`config.mk`:
```
export PLATFORM = sky130hd
export DESIGN_NAME = reg_bank_arbiter
export DESIGN_NICKNAME = d
export VERILOG_FILES = /design/src/rtl/reg_bank_arbiter.sv
export SDC_FILE = /design/constraint.sdc
export NUM_CORES = 1
export LEC_CHECK = 0
export CORE_MARGIN = 2
export CORE_UTILIZATION = 30
export DETAILED_ROUTE_END_ITERATION = 7
export PLACE_DENSITY_LB_ADDON = 0.08
export SLEW_MARGIN = 0
export SYNTH_ARGS = -nofsm -noshare
export SYNTH_HDL_FRONTEND = slang
export SYNTH_SLANG_ARGS = --single-unit
```
`constraint.sdc`:
```
create_clock -name clk -period 1.3 [get_ports clk]
set_input_delay 0.26 -clock clk [delete_from_list [all_inputs] [get_ports clk]]
set_output_delay 0.26 -clock clk [all_outputs]
set_load 0.02 [all_outputs]
```
`src/rtl/reg_bank_arbiter.sv`:
```
// ============================================================================
// Module   : reg_bank_arbiter
// Purpose  : Round-robin arbiter giving two requesters read/write access to an
//            external bank of NUM_REGS 8-bit registers, one access at a time.
// Revision : 1.0 - initial release
// ============================================================================
`default_nettype none

module reg_bank_arbiter #(
   parameter int NUM_REGS = 8,
   parameter int ADDR_W   = 3
) (
   input  logic                  clk,
   input  logic                  rst_n,
   input  logic                  req0_i,
   input  logic                  req1_i,
   input  logic                  we0_i,
   input  logic                  we1_i,
   input  logic [ADDR_W-1:0]     addr0_i,
   input  logic [ADDR_W-1:0]     addr1_i,
   input  logic [7:0]            wdata0_i,
   input  logic [7:0]            wdata1_i,
   output logic                  ack0_o,
   output logic                  ack1_o,
   output logic                  err_o,
   output logic [7:0]            rdata_o,
   output logic [NUM_REGS-1:0]   reg_en_o,
   output logic [7:0]            reg_d_o,
   input  logic [8*NUM_REGS-1:0] reg_q_i
);

   localparam logic [1:0] S_IDLE   = 2'd0;
   localparam logic [1:0] S_ACCESS = 2'd1;
   localparam logic [1:0] S_DONE   = 2'd2;

   localparam logic [ADDR_W:0] C_NUM_REGS = (ADDR_W+1)'(NUM_REGS);

   logic [1:0]        state_q, state_d;
   logic              last_gnt_q;
   logic              gnt_q;
   logic              we_q;
   logic [ADDR_W-1:0] addr_q;
   logic [7:0]        wdata_q;
   logic [7:0]        rdata_q;

   logic              w_any_req;
   logic              w_win;
   logic              w_in_range;
   logic [7:0]        w_rsel;

   assign w_any_req  = req0_i | req1_i;
   // On contention the port that did not win last time gets the grant.
   assign w_win      = (req0_i & req1_i) ? ~last_gnt_q : req1_i;
   assign w_in_range = ({1'b0, addr_q} < C_NUM_REGS);

   always_comb begin
      w_rsel = 8'h00;
      for (int i = 0; i < NUM_REGS; i++) begin
         if (addr_q == ADDR_W'(i)) begin
            w_rsel = reg_q_i[8*i +: 8];
         end
      end
   end

   always_ff @(posedge clk or negedge rst_n) begin
      if (!rst_n) begin
         state_q <= S_IDLE;
      end else begin
         state_q <= state_d;
      end
   end

   always_comb begin
      state_d = state_q;
      case (state_q)
         S_IDLE:   if (w_any_req) state_d = S_ACCESS;
         S_ACCESS: state_d = S_DONE;
         S_DONE:   state_d = S_IDLE;
         default:  state_d = S_IDLE;
      endcase
   end

   always_comb begin
      reg_en_o = '0;
      ack0_o   = 1'b0;
      ack1_o   = 1'b0;
      err_o    = 1'b0;
      if (state_q == S_ACCESS && we_q && w_in_range) begin
         for (int i = 0; i < NUM_REGS; i++) begin
            reg_en_o[i] = (addr_q == ADDR_W'(i));
         end
      end
      if (state_q == S_DONE) begin
         ack0_o = ~gnt_q;
         ack1_o = gnt_q;
         err_o  = ~w_in_range;
      end
   end

   assign reg_d_o = wdata_q;
   assign rdata_o = rdata_q;

   always_ff @(posedge clk or negedge rst_n) begin
      if (!rst_n) begin
         last_gnt_q <= 1'b1;
         gnt_q      <= 1'b0;
         we_q       <= 1'b0;
         addr_q     <= '0;
         wdata_q    <= 8'h00;
         rdata_q    <= 8'h00;
      end else begin
         if (state_q == S_IDLE && w_any_req) begin
            last_gnt_q <= w_win;
            gnt_q      <= w_win;
            we_q       <= w_win ? we1_i    : we0_i;
            addr_q     <= w_win ? addr1_i  : addr0_i;
            wdata_q    <= w_win ? wdata1_i : wdata0_i;
         end
         if (state_q == S_ACCESS) begin
            if (!w_in_range) begin
               rdata_q <= 8'h00;
            end else if (!we_q) begin
               rdata_q <= w_rsel;
            end
         end
      end
   end

endmodule

`default_nettype wire
```
**Routing congestion**

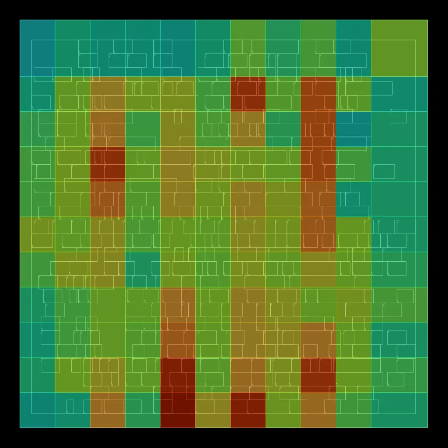
layer with the highest usage: met2
met3 usage: 0.0360
Core Util, Final: 0.605

**Where the registers sit**

The bar under the picture is 20 um long.
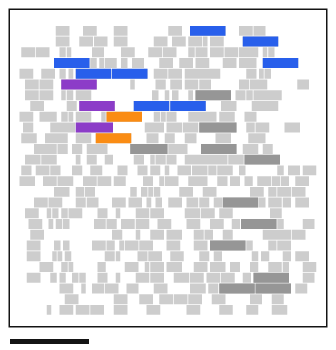
`state_q`: shown in orange, flops 2. `reg_d_o`: shown in blue, flops 8. `addr_q`: shown in purple, flops 3.

==> impl_metrics.env <==
# source this file to load flow results
export IMPL_yosysWarnings=0
export IMPL_start_kind="register"
export IMPL_period_needed_ns=1.65
export IMPL_firstDrtPassIters=4
export IMPL_setup_tns_ns=-5.06
export IMPL_hold_viol_final=0
export IMPL_grt_setup_unrepaired="true"
export IMPL_clockBufferDepth=2
export IMPL_drive_gt1_frac=0.247
export IMPL_ir_drop_uv=1190
export IMPL_finClkSkew_ns=0.00490
export IMPL_io_buffers=117
export IMPL_synthesis_area_sq_um=1740
export IMPL_yosysCellCount=201
export IMPL_p_int_mw=3.54
export IMPL_chip_area_sq_um=6410
export IMPL_num_fill_cells=518
export IMPL_drcViolationCount=0
export IMPL_area_leaders="dfrtp_1, mux2i_1, o21ai_0"
export IMPL_grt_start_max_net_pins=36
export IMPL_via_per_inst=4.74
export IMPL_fp_util=0.313
export IMPL_cts_max_level=1
export IMPL_clkPwrFrac=0.108
export IMPL_die_y_um=80.1
export IMPL_dp_hpwl_mm=4.65
export IMPL_power_leakage_nw=1.39
export IMPL_syn2layout_area_growth_pct=92.9
export IMPL_p_sw_mw=2.60
export IMPL_critical_path_peak_fanout=4
export IMPL_synth_area_per_cell_sq_um=8.64
export IMPL_synth_area_leader_cell="dfrtp_1"
export IMPL_cp_end_kind="output pin"
export IMPL_wl_per_cell_um=14.3
export IMPL_cts_tree="yes"
export IMPL_dieWidth_um=80.1
export IMPL_drv_cap=0
export IMPL_cp_arrival_ns=1.39
export IMPL_clock_sinks=24
export IMPL_final_layout_top_logic_cells="clkdlybuf4s50_1, nand2_1, buf_4, dfrtp_1, mux2i_1"
export IMPL_comb_power_share=0.668
export IMPL_reg2regPathDepth=5
export IMPL_grt_pass1_wl_mm=9.28
export IMPL_routed_wl_mm=5.77
export IMPL_core_sq_um=5540
export IMPL_route_antenna_remaining_nets=0
export IMPL_antenna_found_initial=0
export IMPL_hold_path_class="input pin to async pin"
export IMPL_synth_seq_share=0.347
export IMPL_synth_cell_type_count=31
export IMPL_warnings=29
export IMPL_syn_inst=201
export IMPL_final_nets=425
export IMPL_reg2reg_slack_ns=-0.30
export IMPL_ys_area_sq_um=1740
export IMPL_crit_type="register to output pin"
export IMPL_pre_cts_ws_ns=-0.589
export IMPL_slew_viol_final=0
export IMPL_clk_latency_ns=0.27
export IMPL_diodes=0
export IMPL_vias=1914
export IMPL_regArea_sq_um=604
export IMPL_p_sw_frac=0.423
export IMPL_r2r_start="state_q[1]"
export IMPL_gr_total_overflow=0
export IMPL_syn_nets=293
export IMPL_fin_ws_ns=-0.349
export IMPL_period_used=1.27
export IMPL_comb_area_sq_um=1160
export IMPL_grt_usage=0.182
export IMPL_num_rows=27
export IMPL_drt_iter0_markers=68
export IMPL_critPathRequiredTime_ns=1.04
export IMPL_layout_top_cell="clkdlybuf4s50_1"
export IMPL_yosys_register_bits=24
export IMPL_cts_root_buffer="clkbuf_8"
export IMPL_status="finished with violations"
export IMPL_violations="negative setup slack"
export IMPL_place_congestion=0.889
export IMPL_first_global_vias=1935
export IMPL_fmax_mhz=606
export IMPL_p_total_mw=6.13
export IMPL_whs_ns=0.340
export IMPL_cts_made_buffers=3
export IMPL_pwr_share_seq=0.224
export IMPL_setup_violations=18
export IMPL_synth_top_area_share=0.331
export IMPL_powerDensity_nw_per_um2=1830
export IMPL_clk_pin_slew_ns=0.09
export IMPL_ios=119
export IMPL_timing_rr_end="rdata_o[0]"
**Routed metal, one color a layer**

Only two layers are drawn.
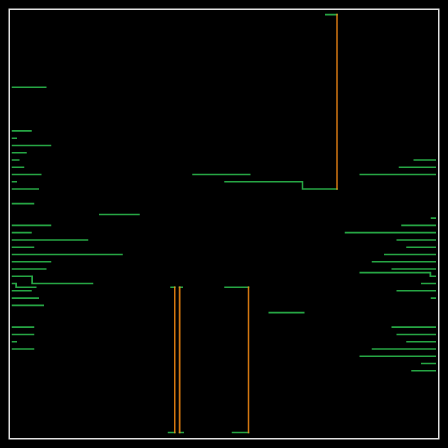
metal 3: shown in green, wire length 375 um. metal 4: shown in orange, wire length 114 um.

## synthesized netlist by cell type
cell / count
nand2_1: 30
o21ai_0: 26
dfrtp_1: 23
mux2i_1: 20
mux2_2: 10
nand3_1: 10
a22oi_1: 8
a31oi_1: 8
and2b_2: 8
o211ai_1: 8
or3_1: 8
buf_2: 7
nor2_1: 5
clkbuf_1: 4
nor3_1: 4
nor2b_1: 3
o21ai_1: 3
buf_4: 2
nand2b_1: 2
a21boi_2: 1
and3b_2: 1
clkbuf_2: 1
clkbuf_4: 1
clkbuf_8: 1
conb_1: 1
dfstp_2: 1
inv_1: 1
nor2_4: 1
nor3b_1: 1
nor4_1: 1
or3b_1: 1
## flip-flops by register name, indices dropped and copies added (netlist names)
register,flops
rdata_o,8
reg_d_o,8
addr_q,3
state_q,2
gnt_q,1
last_gnt_q,1
we_q,1
## power groups by stage
stage / clock (mW) / combinational (mW) / sequential (mW)
after global placement: 0 / 3.95 / 1.38
after CTS: 0.672 / 3.96 / 1.37
after floorplan: 0 / 2.12 / 1.64
final: 0.661 / 4.10 / 1.37
after global routing: 0.703 / 4.50 / 1.43
after detailed placement: 0 / 3.96 / 1.39
## kinds of logic after synthesis
group / synth area share
multiplexers: 0.180
other: 0.00216
flip-flops: 0.347
AND-OR/OR-AND: 0.188
buffers and inverters: 0.0547
AND/OR/NAND/NOR: 0.228
## worst max path at each step
stage	start	end	slack, ns	depth (start not counted)
floorplan	we_q	rdata_o[7]	-0.17	5
global placement	state_q[1]	reg_en_o[0]	-0.55	4
detailed placement	state_q[1]	reg_en_o[1]	-0.59	4
CTS	state_q[1]	reg_en_o[2]	-0.34	4
global route	state_q[1]	reg_en_o[2]	-0.42	4
finish	state_q[1]	reg_en_o[2]	-0.35	4
## per-layer routing
layer,global-route usage,share of wire
met1,0.248,0.45
met5,0,0
met4,0.0508,0.020
met2,0.294,0.46
met3,0.0360,0.065
## per-stage QoR
step                      area (sq um)   util  instances
after floorplan                   1830      -        201
after detailed placement          3180  0.573        395
after global placement            3180  0.573        395
final                             3350  0.605        404
after global routing              3350  0.605        404
after CTS                         3270  0.590        401
## worst max-delay path: stages (launching register included)
cell	delay, ns
dfrtp_1	0.39
and2b_2	0.29
nand3_4	0.15
nor3_4	0.15
buf_6	0.14
## what timing repair did
action	CTS	global route
hold buffers	0	0
cloned	0	1
pin swaps	5	6
resized	90	18
setup buffers	2	2
setup endpoints to repair	35	31
## final cells by class
type                            count  area share
Clock buffer                        3      0.0123
Clock inverter                      1     0.00896
Inverter                            1     0.00112
Multi-Input combinational cell    160       0.346
Sequential cell                    24       0.180
Tap cell                           72      0.0269
Timing Repair Buffer              143       0.425
Power and IR drop assume default switching activity.
